### Cells colored by class

Fill, decap, tap and diode cells in gray.
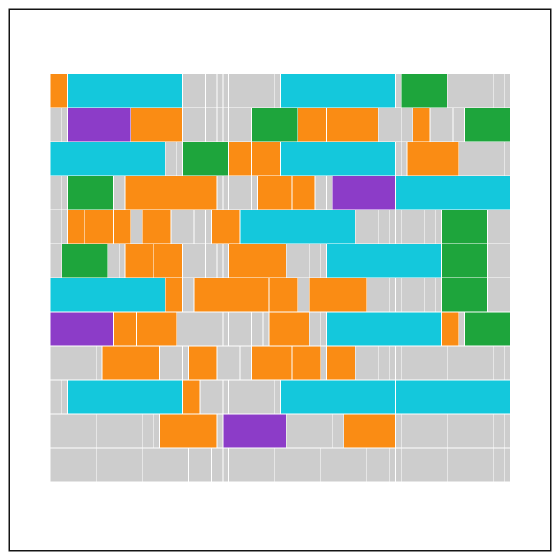
### Pin placement

Pins as bars across the die edge, other pins in gray.
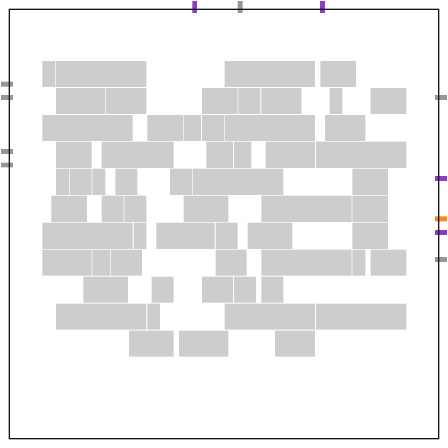
## src/rtl/pulse_period_decoder.sv

```systemverilog
// -----------------------------------------------------------------------------
// pulse_period_decoder
//
// Recovers the load value of an upstream loadable counter by timing the gap
// between consecutive terminal-count pulses. The decoder arms on the first
// pulse. It then counts the idle cycles until the next pulse and reports that
// count as the load value.
//
// Ports
//   clk         in   1  single clock, rising edge
//   reset       in   1  asynchronous, active-high reset
//   pulse_i     in   1  terminal-count pulse stream, sampled on rising clk
//   clear_i     in   1  synchronous abort back to IDLE; overrides pulse_i
//   load_val_o  out  4  recovered load value, held until the next valid_o
//   valid_o     out  1  one-cycle strobe qualifying load_val_o
//   overflow_o  out  1  one-cycle strobe when a gap exceeds 15 idle cycles
//   busy_o      out  1  high while measuring a gap
//   match_o     out  1  strobe with valid_o when the value repeats the
//                       previous decode since the last IDLE entry
//
// Configuration
//   PULSE_DEC_MATCH_EN  when defined, builds the repeat-check logic that
//                       drives match_o. When undefined, match_o is tied to 0.
//
// Timing
//   valid_o and overflow_o rise one cycle after the edge that samples the
//   closing pulse or the over-long gap. The two strobes come from mutually
//   exclusive branches, so they are never high together.
// -----------------------------------------------------------------------------
module pulse_period_decoder (
  input  logic       clk,
  input  logic       reset,
  input  logic       pulse_i,
  input  logic       clear_i,
  output logic [3:0] load_val_o,
  output logic       valid_o,
  output logic       overflow_o,
  output logic       busy_o,
  output logic       match_o
);

  localparam logic [0:0] IDLE    = 1'b0;
  localparam logic [0:0] MEASURE = 1'b1;

  // Largest gap that still fits in the 4-bit load value.
  localparam logic [4:0] GAP_MAX = 5'd15;

  logic [0:0] state;
  logic [0:0] state_nxt;
  logic [4:0] gap_cnt;
  logic [4:0] gap_cnt_nxt;
  logic       decode;       // a closing pulse arrives on this edge
  logic       overflow_evt; // the gap grows past GAP_MAX on this edge

  // ---------------------------------------------------------------------------
  // Next-state and event decode
  // ---------------------------------------------------------------------------
  always_comb begin
    // NOTE: every output of this block gets a default before any branch.
    // A path that left one of them unassigned would infer a latch.
    state_nxt    = state;
    gap_cnt_nxt  = gap_cnt;
    decode       = 1'b0;
    overflow_evt = 1'b0;

    if (clear_i) begin
      // The abort wins over any pulse sampled on the same edge.
      state_nxt   = IDLE;
      gap_cnt_nxt = '0;
    end else begin
      case (state)
        IDLE: begin
          if (pulse_i) begin
            state_nxt   = MEASURE;
            gap_cnt_nxt = '0;
          end
        end

        MEASURE: begin
          if (pulse_i) begin
            // gap_cnt never exceeds GAP_MAX while measuring, so every closing
            // pulse produces a valid decode.
            decode      = 1'b1;
            gap_cnt_nxt = '0;
          end else if (gap_cnt >= GAP_MAX) begin
            // The next increment would reach 16, which the 4-bit load value
            // cannot represent. Abandon the measurement.
            overflow_evt = 1'b1;
            gap_cnt_nxt  = '0;
            state_nxt    = IDLE;
          end else begin
            gap_cnt_nxt = gap_cnt + 5'd1;
          end
        end

        default: begin
          state_nxt   = IDLE;
          gap_cnt_nxt = '0;
        end
      endcase
    end
  end

  // ---------------------------------------------------------------------------
  // State, counter and output registers
  // ---------------------------------------------------------------------------
  // NOTE: clocked state uses non-blocking assignments. All registers then
  // update together from values sampled before the edge.
  always_ff @(posedge clk or posedge reset) begin
    if (reset) begin
      state      <= IDLE;
      gap_cnt    <= '0;
      load_val_o <= '0;
      valid_o    <= 1'b0;
      overflow_o <= 1'b0;
    end else begin
      state      <= state_nxt;
      gap_cnt    <= gap_cnt_nxt;
      valid_o    <= decode;
      overflow_o <= overflow_evt;
      // load_val_o keeps its last decoded value between strobes.
      if (decode) begin
        load_val_o <= gap_cnt[3:0];
      end
    end
  end

  assign busy_o = (state == MEASURE);

  // ---------------------------------------------------------------------------
  // Repeat check
  // ---------------------------------------------------------------------------
`ifdef PULSE_DEC_MATCH_EN
  logic [3:0] prev_val; // value of the previous decode
  logic       prev_ok;  // prev_val holds a decode made since the last IDLE entry

  always_ff @(posedge clk or posedge reset) begin
    if (reset) begin
      prev_val <= '0;
      prev_ok  <= 1'b0;
      match_o  <= 1'b0;
    end else begin
      match_o <= decode && prev_ok && (gap_cnt[3:0] == prev_val);
      if (state_nxt == IDLE) begin
        // Entering or staying in IDLE clears the history. The first decode
        // after re-arming then never reports a match.
        prev_ok <= 1'b0;
      end else if (decode) begin
        prev_val <= gap_cnt[3:0];
        prev_ok  <= 1'b1;
      end
    end
  end
`else
  assign match_o = 1'b0;
`endif

endmodule

```

## config.mk

```make
export PLATFORM = sky130hd
export DESIGN_NAME = pulse_period_decoder
export DESIGN_NICKNAME = d
export VERILOG_FILES = /design/src/rtl/pulse_period_decoder.sv
export SDC_FILE = /design/constraint.sdc
export NUM_CORES = 1
export LEC_CHECK = 0
export CORE_MARGIN = 3
export CORE_UTILIZATION = 43
export CTS_BUF_LIST = sky130_fd_sc_hd__clkbuf_8
export CTS_CLUSTER_DIAMETER = 150
export DETAILED_ROUTE_END_ITERATION = 10
export PLACE_DENSITY = 0.79
export SLEW_MARGIN = 20
export SYNTH_ARGS = -nofsm -noshare
export SYNTH_HDL_FRONTEND = slang
export SYNTH_SLANG_ARGS = --single-unit
```

## constraint.sdc

```tcl
create_clock -name clk -period 2.8 [get_ports clk]
set_input_delay 0.42 -clock clk [delete_from_list [all_inputs] [get_ports clk]]
set_output_delay 0.42 -clock clk [all_outputs]
set_load 0.02 [all_outputs]
```

==> notes.md <==
fresh numbers from the pnr run: status finished clean, layout cell share with drive strength beyond 1 about a fifth, Worst Skew 0.0007750 ns, Crit Path Category flip-flop to output pin, DR pass1 iterations 4, Hold Path Class primary input to async pin, CP startpoint kind flip-flop, Critical Path AT 1.55 ns, post-route ant nets 0, Post-CTS Hold Buffers 0, DR vias/cell 5.427, most frequent cells in the layout dfrtp_1, clkdlybuf4s50_1, nand2b_1, clkbuf_8, Cells after Synth 49, crit path DRT 2.38 ns, chip area in the Yosys report 594.3 µm², CTS tree yes, Synth async-reset ratio 100.0%, CTS buffer count 3, FP Core Util 49.48%, DR WL/cell ~14 µm, CORE AREA roughly 1200 µm², Die Span X 43.18 µm, num rows 12, Final Hold Fails 0, clk buf depth 2, # resized after CTS 0, CP max stage delay between 0.6 and 0.7 ns, M2 GR Usage 18.88%, Mapped Avg Cell Area 12.13 µm², syn_nets 55, most frequent cell after synthesis dfrtp_1, top cell type by total area after synthesis dfrtp_1, # diodes 0, Post-synth EDFFs 0, total of max-cap violations 0, Clock Sinks 12, clk latency late pin 0.24 ns, WL final 1.055 mm, Largest logic family simple AND/OR/NAND/NOR gates, Syn-to-layout area delta 25.89%, IO Port Bufs 10, simple share 22.53%, H-tree Lvls 1, overall routing resource usage a little over an eighth, MUX share of area 7.579%, Tool Warnings 26, Yosys cell types 23, # fillers 113, vias after detailed routing 407, # DRC 0, most numerous logic cell after layout dfrtp_1, initial antenna violation count 0, Power Density between 500 and 600 nW/µm², global route total overflow 0, Root Buffer clkbuf_8, yosys xor share 0%, Commonest flop dfrtp_1, largest net degree at the start of global routing 15, RePlAce Congestion 0.8246, RSZ-0062 raised after global routing false, CP Capture Type output pin, Seq/Total Area, Yosys between 50% and 60%, routing usage on met1 15.93%, worst-path fanout max 14, mapped cell area 594.3 µm², final net count 68, period utilisation layout approximately 70%, Die Y 43.18 µm, area share of fa/ha/maj cells after synthesis 4.211%, chip area approximately 1900 µm², M3 GR Usage under 10%, leakage 0.3607 nW, I/O Pins 12, Clk pin slew, worst setup/hold paths 0.05 ns, Synth warnings 0, Iter 0 DRT Violations 6, Slew Limit Fails 0, worst-path cell chain clkdlybuf4s50_1, Worst IR Drop VDD 0.3487 mV, vias in the first global route 372, final number of setup-violating endpoints 0, post-layout total power 0.4013 mW, gr busiest metal met2, Post-synth top cells dfrtp_1, nand2b_1
-- 'Cells colored by class' (at the start) --
- green: remaining buffers and delay cells (cells 10; share of their area 14%)
- orange: remaining logic cells (cells 35; share of their area 38%)
- cyan: registers (cells 12; share of their area 41%)
- purple: clock drivers and dummy loads (cells 4; share of their area 7.5%)

-- 'Pin placement' (at the start) --
- orange: `overflow_o` (pins 1; direction output; edge right)
- purple: `load_val_o` (pins 4; direction output; edge 2 right, 2 top)
- all pins by edge: 5 right, 4 left, 3 top

[report_power, final]
part	total (mW)	switching, mW	internal, mW
combinational	0.0306	0.0154	0.0152
clock	0.187	0.0628	0.124
sequential	0.184	0.00629	0.178
[through the flow]
stage          std cells  setup WS [ns]  area (µm²)  util (%)  hold slack [ns]
2_1_floorplan         49          1.239       594.3         -           0.2847
3_3_place_gp          71          1.106       693.2     57.71           0.4741
3_5_place_dp          71          1.062       693.2     57.71           0.4857
4_1_cts               75         0.8201       748.2     62.29           0.4972
5_1_grt               75         0.7702       748.2     62.29           0.5218
6_report              75         0.8329       748.2     62.29           0.4903
[flip-flops by register name (all words and copies together), names as in the netlist]
| signal | cells |
|---|---|
| gap_cnt | 5 |
| load_val_o | 4 |
| busy_o | 1 |
| overflow_o | 1 |
| valid_o | 1 |
[final cells by class]
cell class,count,area [µm²],share of cell area (%)
Timing Repair Buffer,10,100.1,13.38
Inverter,3,11.26,1.505
Sequential cell,12,300.3,40.13
Clock buffer,4,55.05,7.358
Multi-Input combinational cell,32,264.0,35.28
Tap cell,14,17.52,2.341
[layer usage]
layer | up-vias | share of wire, % | wire length (µm)
met2 | 17 | 48 | 507
met1 | 186 | 39 | 407
met3 | 4 | 8.9 | 94
met4 | 0 | 4.4 | 46
li1 | 200 | - | -
met5 | - | 0 | 0
[worst paths after layout]
kind / start / end / slack, ns / depth (start not counted)
max in group asynchronous: reset / load_val_o[1] / 1.99 / 2
min reg2reg: load_val_o[0] / load_val_o[0] / 0.49 / 1
min in group clk: load_val_o[0] / load_val_o[0] / 0.49 / 1
max: busy_o / busy_o / 0.83 / 1
max reg2reg: gap_cnt[0] / overflow_o / 1.04 / 6
min: reset / overflow_o / 0.49 / 2
Power is estimated from default activity; no workload was simulated.
